**config.mk**
```make
export PLATFORM = sky130hd
export DESIGN_NAME = fetch_stage
export DESIGN_NICKNAME = d
export VERILOG_FILES = /design/src/rtl/fetch_stage_pkg.sv /design/src/rtl/if_id_reg.sv /design/src/rtl/fetch_stage.sv
export SDC_FILE = /design/constraint.sdc
export NUM_CORES = 1
export LEC_CHECK = 0
export ABC_AREA = 1
export CORE_MARGIN = 3
export CORE_UTILIZATION = 52
export CTS_CLUSTER_SIZE = 16
export DETAILED_ROUTE_END_ITERATION = 10
export PLACE_DENSITY = 0.79
export RECOVER_POWER = 25
export SYNTH_ARGS = -nofsm -noshare
export SYNTH_HDL_FRONTEND = slang
export SYNTH_SLANG_ARGS = --single-unit
```
**constraint.sdc**
```tcl
create_clock -name clk -period 2.5 [get_ports clk]
set_input_delay 0.375 -clock clk [delete_from_list [all_inputs] [get_ports clk]]
set_output_delay 0.375 -clock clk [all_outputs]
set_load 0.02 [all_outputs]
```
**src/rtl/fetch_stage_pkg.sv**
```systemverilog
// Shared constants, FSM encoding and PC helper for the fetch stage.
// Pure definitions: no latency, no flow control.
package fetch_stage_pkg;

    localparam logic [31:0] DEF_RESET_PC  = 32'h0000_0000;
    localparam logic [31:0] DEF_NOP_INSTR = 32'h0000_0013;

    typedef enum logic [1:0] {
        S_FETCH = 2'd0,
        S_HOLD  = 2'd1,
        S_KILL  = 2'd2
    } fetch_state_e;

    function automatic logic [31:0] pc_plus4(input logic [31:0] pc);
        return pc + 32'd4;
    endfunction

endpackage

```
**src/rtl/if_id_reg.sv**
```systemverilog
// IF/ID pipeline register: loads an instruction or a bubble, 1-cycle latency.
// Stall holds contents; flush forces a bubble and wins over stall and load.
module if_id_reg
    import fetch_stage_pkg::*;
#(
    parameter logic [31:0] NOP_INSTR = DEF_NOP_INSTR
) (
    input  logic        clk,
    input  logic        rst,
    input  logic        i_stall,
    input  logic        i_flush,
    input  logic        i_load,
    input  logic [31:0] i_instr,
    input  logic [31:0] i_pc,
    output logic [31:0] o_instr,
    output logic [31:0] o_pc,
    output logic [31:0] o_pc_plus4,
    output logic        o_valid
);

    logic [31:0] r_instr;
    logic [31:0] r_pc;
    logic [31:0] r_pc_plus4;
    logic        r_valid;

    always_ff @(posedge clk) begin
        if (!rst) begin
            r_instr    <= NOP_INSTR;
            r_pc       <= 32'd0;
            r_pc_plus4 <= 32'd0;
            r_valid    <= 1'b0;
        end else if (i_flush) begin
            r_instr <= NOP_INSTR;
            r_valid <= 1'b0;
        end else if (!i_stall) begin
            // Decode consumes every cycle it is not stalled, so an empty slot becomes a bubble.
            if (i_load) begin
                r_instr    <= i_instr;
                r_pc       <= i_pc;
                r_pc_plus4 <= pc_plus4(i_pc);
                r_valid    <= 1'b1;
            end else begin
                r_instr <= NOP_INSTR;
                r_valid <= 1'b0;
            end
        end
    end

    assign o_instr    = r_instr;
    assign o_pc       = r_pc;
    assign o_pc_plus4 = r_pc_plus4;
    assign o_valid    = r_valid;

endmodule

```
**src/rtl/fetch_stage.sv**
```systemverilog
// Instruction fetch: one instruction per cycle with same-cycle ack, IF/ID 1 cycle after ack.
// Stalls park one fetched word in a buffer and drop the request; redirects squash in-flight reads.
module fetch_stage
    import fetch_stage_pkg::*;
#(
    parameter logic [31:0] RESET_PC  = DEF_RESET_PC,
    parameter logic [31:0] NOP_INSTR = DEF_NOP_INSTR
) (
    input  logic        clk,
    input  logic        rst,
    input  logic        StallF,
    input  logic        StallD,
    input  logic        FlushD,
    input  logic        PCSrcE,
    input  logic [31:0] PCTargetE,
    output logic        IMemReq,
    output logic [31:0] IMemAddr,
    input  logic        IMemAck,
    input  logic [31:0] IMemRData,
    output logic [31:0] InstrD,
    output logic [31:0] PCD,
    output logic [31:0] PCPlus4D,
    output logic        ValidD,
    output logic        FetchBubble
);

    fetch_state_e r_state;
    fetch_state_e w_state_nxt;
    fetch_state_e w_rst_state;
    logic [31:0]  r_pcf;
    logic [31:0]  r_buf_instr;
    logic [31:0]  r_buf_pc;
    logic         r_req_open;
    logic         r_fetch_bubble;

    logic [31:0]  w_pcf_nxt;
    logic [31:0]  w_target;
    logic [31:0]  w_load_instr;
    logic [31:0]  w_load_pc;
    logic         w_load;
    logic         w_capture;
    logic         w_bubble;
    logic         w_unused_tgt_lsb;

    assign w_target         = {PCTargetE[31:2], 2'b00};
    assign w_unused_tgt_lsb = ^PCTargetE[1:0];

    assign IMemReq     = rst && (r_state != S_HOLD);
    assign IMemAddr    = r_pcf;
    assign FetchBubble = r_fetch_bubble;

    // A read still owed by memory when reset hits would otherwise be taken as the RESET_PC word.
    assign w_rst_state = (r_req_open && !IMemAck) ? S_KILL : S_FETCH;

    always_comb begin
        w_state_nxt  = r_state;
        w_pcf_nxt    = r_pcf;
        w_load       = 1'b0;
        w_load_instr = r_buf_instr;
        w_load_pc    = r_buf_pc;
        w_capture    = 1'b0;
        w_bubble     = 1'b0;
        case (r_state)
            S_FETCH: begin
                if (IMemAck) begin
                    if (!PCSrcE) begin
                        if (!StallF && !StallD) begin
                            w_load       = 1'b1;
                            w_load_instr = IMemRData;
                            w_load_pc    = r_pcf;
                            w_pcf_nxt    = pc_plus4(r_pcf);
                        end else begin
                            w_capture   = 1'b1;
                            w_state_nxt = S_HOLD;
                        end
                    end
                end else begin
                    w_bubble = !StallD;
                    if (PCSrcE) begin
                        w_state_nxt = S_KILL;
                    end
                end
            end
            S_HOLD: begin
                if (PCSrcE) begin
                    w_state_nxt = S_FETCH;
                end else if (!StallF && !StallD) begin
                    w_load      = 1'b1;
                    w_pcf_nxt   = pc_plus4(r_pcf);
                    w_state_nxt = S_FETCH;
                end
            end
            S_KILL: begin
                if (IMemAck) begin
                    w_state_nxt = S_FETCH;
                end
            end
            default: w_state_nxt = S_FETCH;
        endcase
        if (PCSrcE) begin
            w_pcf_nxt = w_target;
        end
    end

    // Tracks whether memory still owes an ack; deliberately kept running through reset.
    always_ff @(posedge clk) begin
        r_req_open <= (IMemReq || r_req_open) && !IMemAck;
    end

    always_ff @(posedge clk) begin
        if (!rst) begin
            r_state        <= w_rst_state;
            r_pcf          <= {RESET_PC[31:2], 2'b00};
            r_buf_instr    <= 32'd0;
            r_buf_pc       <= 32'd0;
            r_fetch_bubble <= 1'b0;
        end else begin
            r_state        <= w_state_nxt;
            r_pcf          <= w_pcf_nxt;
            r_fetch_bubble <= w_bubble;
            if (w_capture) begin
                r_buf_instr <= IMemRData;
                r_buf_pc    <= r_pcf;
            end
        end
    end

    if_id_reg #(
        .NOP_INSTR (NOP_INSTR)
    ) u_if_id (
        .clk        (clk),
        .rst        (rst),
        .i_stall    (StallD),
        .i_flush    (FlushD),
        .i_load     (w_load),
        .i_instr    (w_load_instr),
        .i_pc       (w_load_pc),
        .o_instr    (InstrD),
        .o_pc       (PCD),
        .o_pc_plus4 (PCPlus4D),
        .o_valid    (ValidD)
    );

endmodule

```
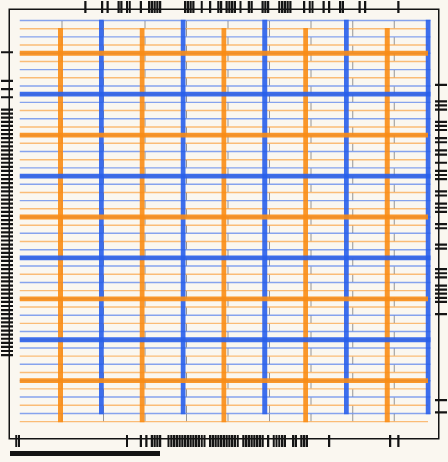
(images/pdn.png)
The bar under the picture is 50 um long. Pins as bars on the die edge. Tap cells in gray.
VSS: drawn in orange. VDD: drawn in blue.
The core has 49 rows. 9 straps on met5. 229 tap cells. 202 signal pins sit on the boundary. 10 straps on met4.
core box area: 18090 um2
worst vdd ir: 552.0 uV
Die Ht: 142.2 um
Die W: 142.2 um

==> Changelog: implementation <==
### Implementation results

* Setup crit end kind: output pin
* Post-synthesis cell count at approximately 1400
* Iter 0 DRT Violations at 802
* # nets final at 1708
* Minimum clock period at 2407 ps
* Max_cap viols at 0
* Final Hold Vio Count at 0
* Final setup viols at 0
* CP Cell Sequence: clkbuf_1 -> nor2_1 -> nor2_1 -> clkdlybuf4s50_1
* Fin crit share at a little over nine tenths
* Flop share of the area at 29.42%
* Postcts setup bufs at 0
* Routed Antenna Nets at 0
* Crit-path max cell delay at 670 ps
* Area leader, netlist: dfxtp_1
* Power, Total at around 7500 uW
* Crit path arrival time at 2030 ps
* Clock buffers and inverters, area share at 4.432%
* WL/cell at 15.63 um
* Crit. Startpoint: r_state[1]$_DFFE_PP_
* Switch Pwr at 2336 uW
* Met2 routed WL at 14.43 mm
* Most numerous cell in the Yosys netlist: nand2_1
* Measured slew at the worst slew-check pin at 1068 ps
* Drt first pass iters at 5
* ANT cells at 0
* Post-synthesis mux area share at 0%
* Antenna violations before repair at 0
* Yosys stat area at 9648 um2
* Grt ovf at 0
* I/O Buffers at 193
* Worst path required time at 2120 ps
* Gr usage total at around 29%
* Final slew viol count at 0
* Post-synth top area share at 38.80%
* Power per cell area at 577.2 nW/um2
* Yosys warning tally at 0
* Post-synth EDFFs at 2
* CTS tree: yes
* Top non-seq family: simple AND/OR/NAND/NOR gates
* Most common logic cell in the routed design: nand2_1
* Sequential standard cell area at 3804 um2
* #FFs+latches synth at 189
* Worst setup path class: reg2out
* Quantity of gates resized following cts at 0
* Share of cells above drive strength 1 at 13.71%
* Worst Hold Launch: rst
* Combinational Power Share at around a fifth
* Comb gate area at 4808 um2
* Run status: complete, no violations
* R2r endpoint: u_if_id.o_pc_plus4[13]$_SDFFE_PN0P_
* Number of global-route vias before repair at 9380
* CTS Buf Count at 17
* P_seq at 3320 uW
* Critical Path Most Common Cell: nor2_1
* Worst Reg-to-Reg Cells at 12
* Worst Slack Setup Final at between 90 and 100 ps
* Largest net degree at the start of global routing at between 100 and 150
* Rel. slew slack at 28.79%
* Hold slack at 351.3 ps
* Starting Density at 53.34%
* Hold Path Sink: r_req_open$_DFF_P_
* Top pwr grp: registers
* Total of fill cells in the finished design at between 1500 and 2000
* Residual DRC at 0
* CP max stage cell: clkdlybuf4s50_1
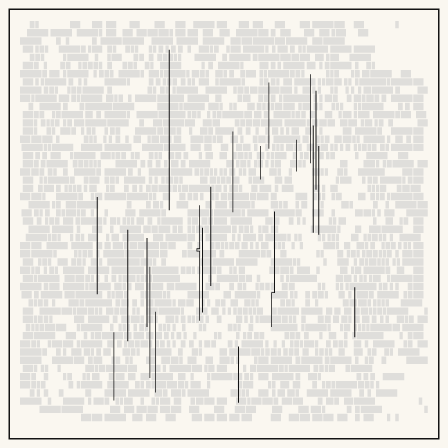
(images/met4.png)
The layer carries 607 um of wire. The longest straight run is 53.0 um. The wires run mostly vertical. The layer holds 2.1% of the routed length.
vias: 10120
final WL: 29.33 mm

Power and IR drop assume default switching activity.
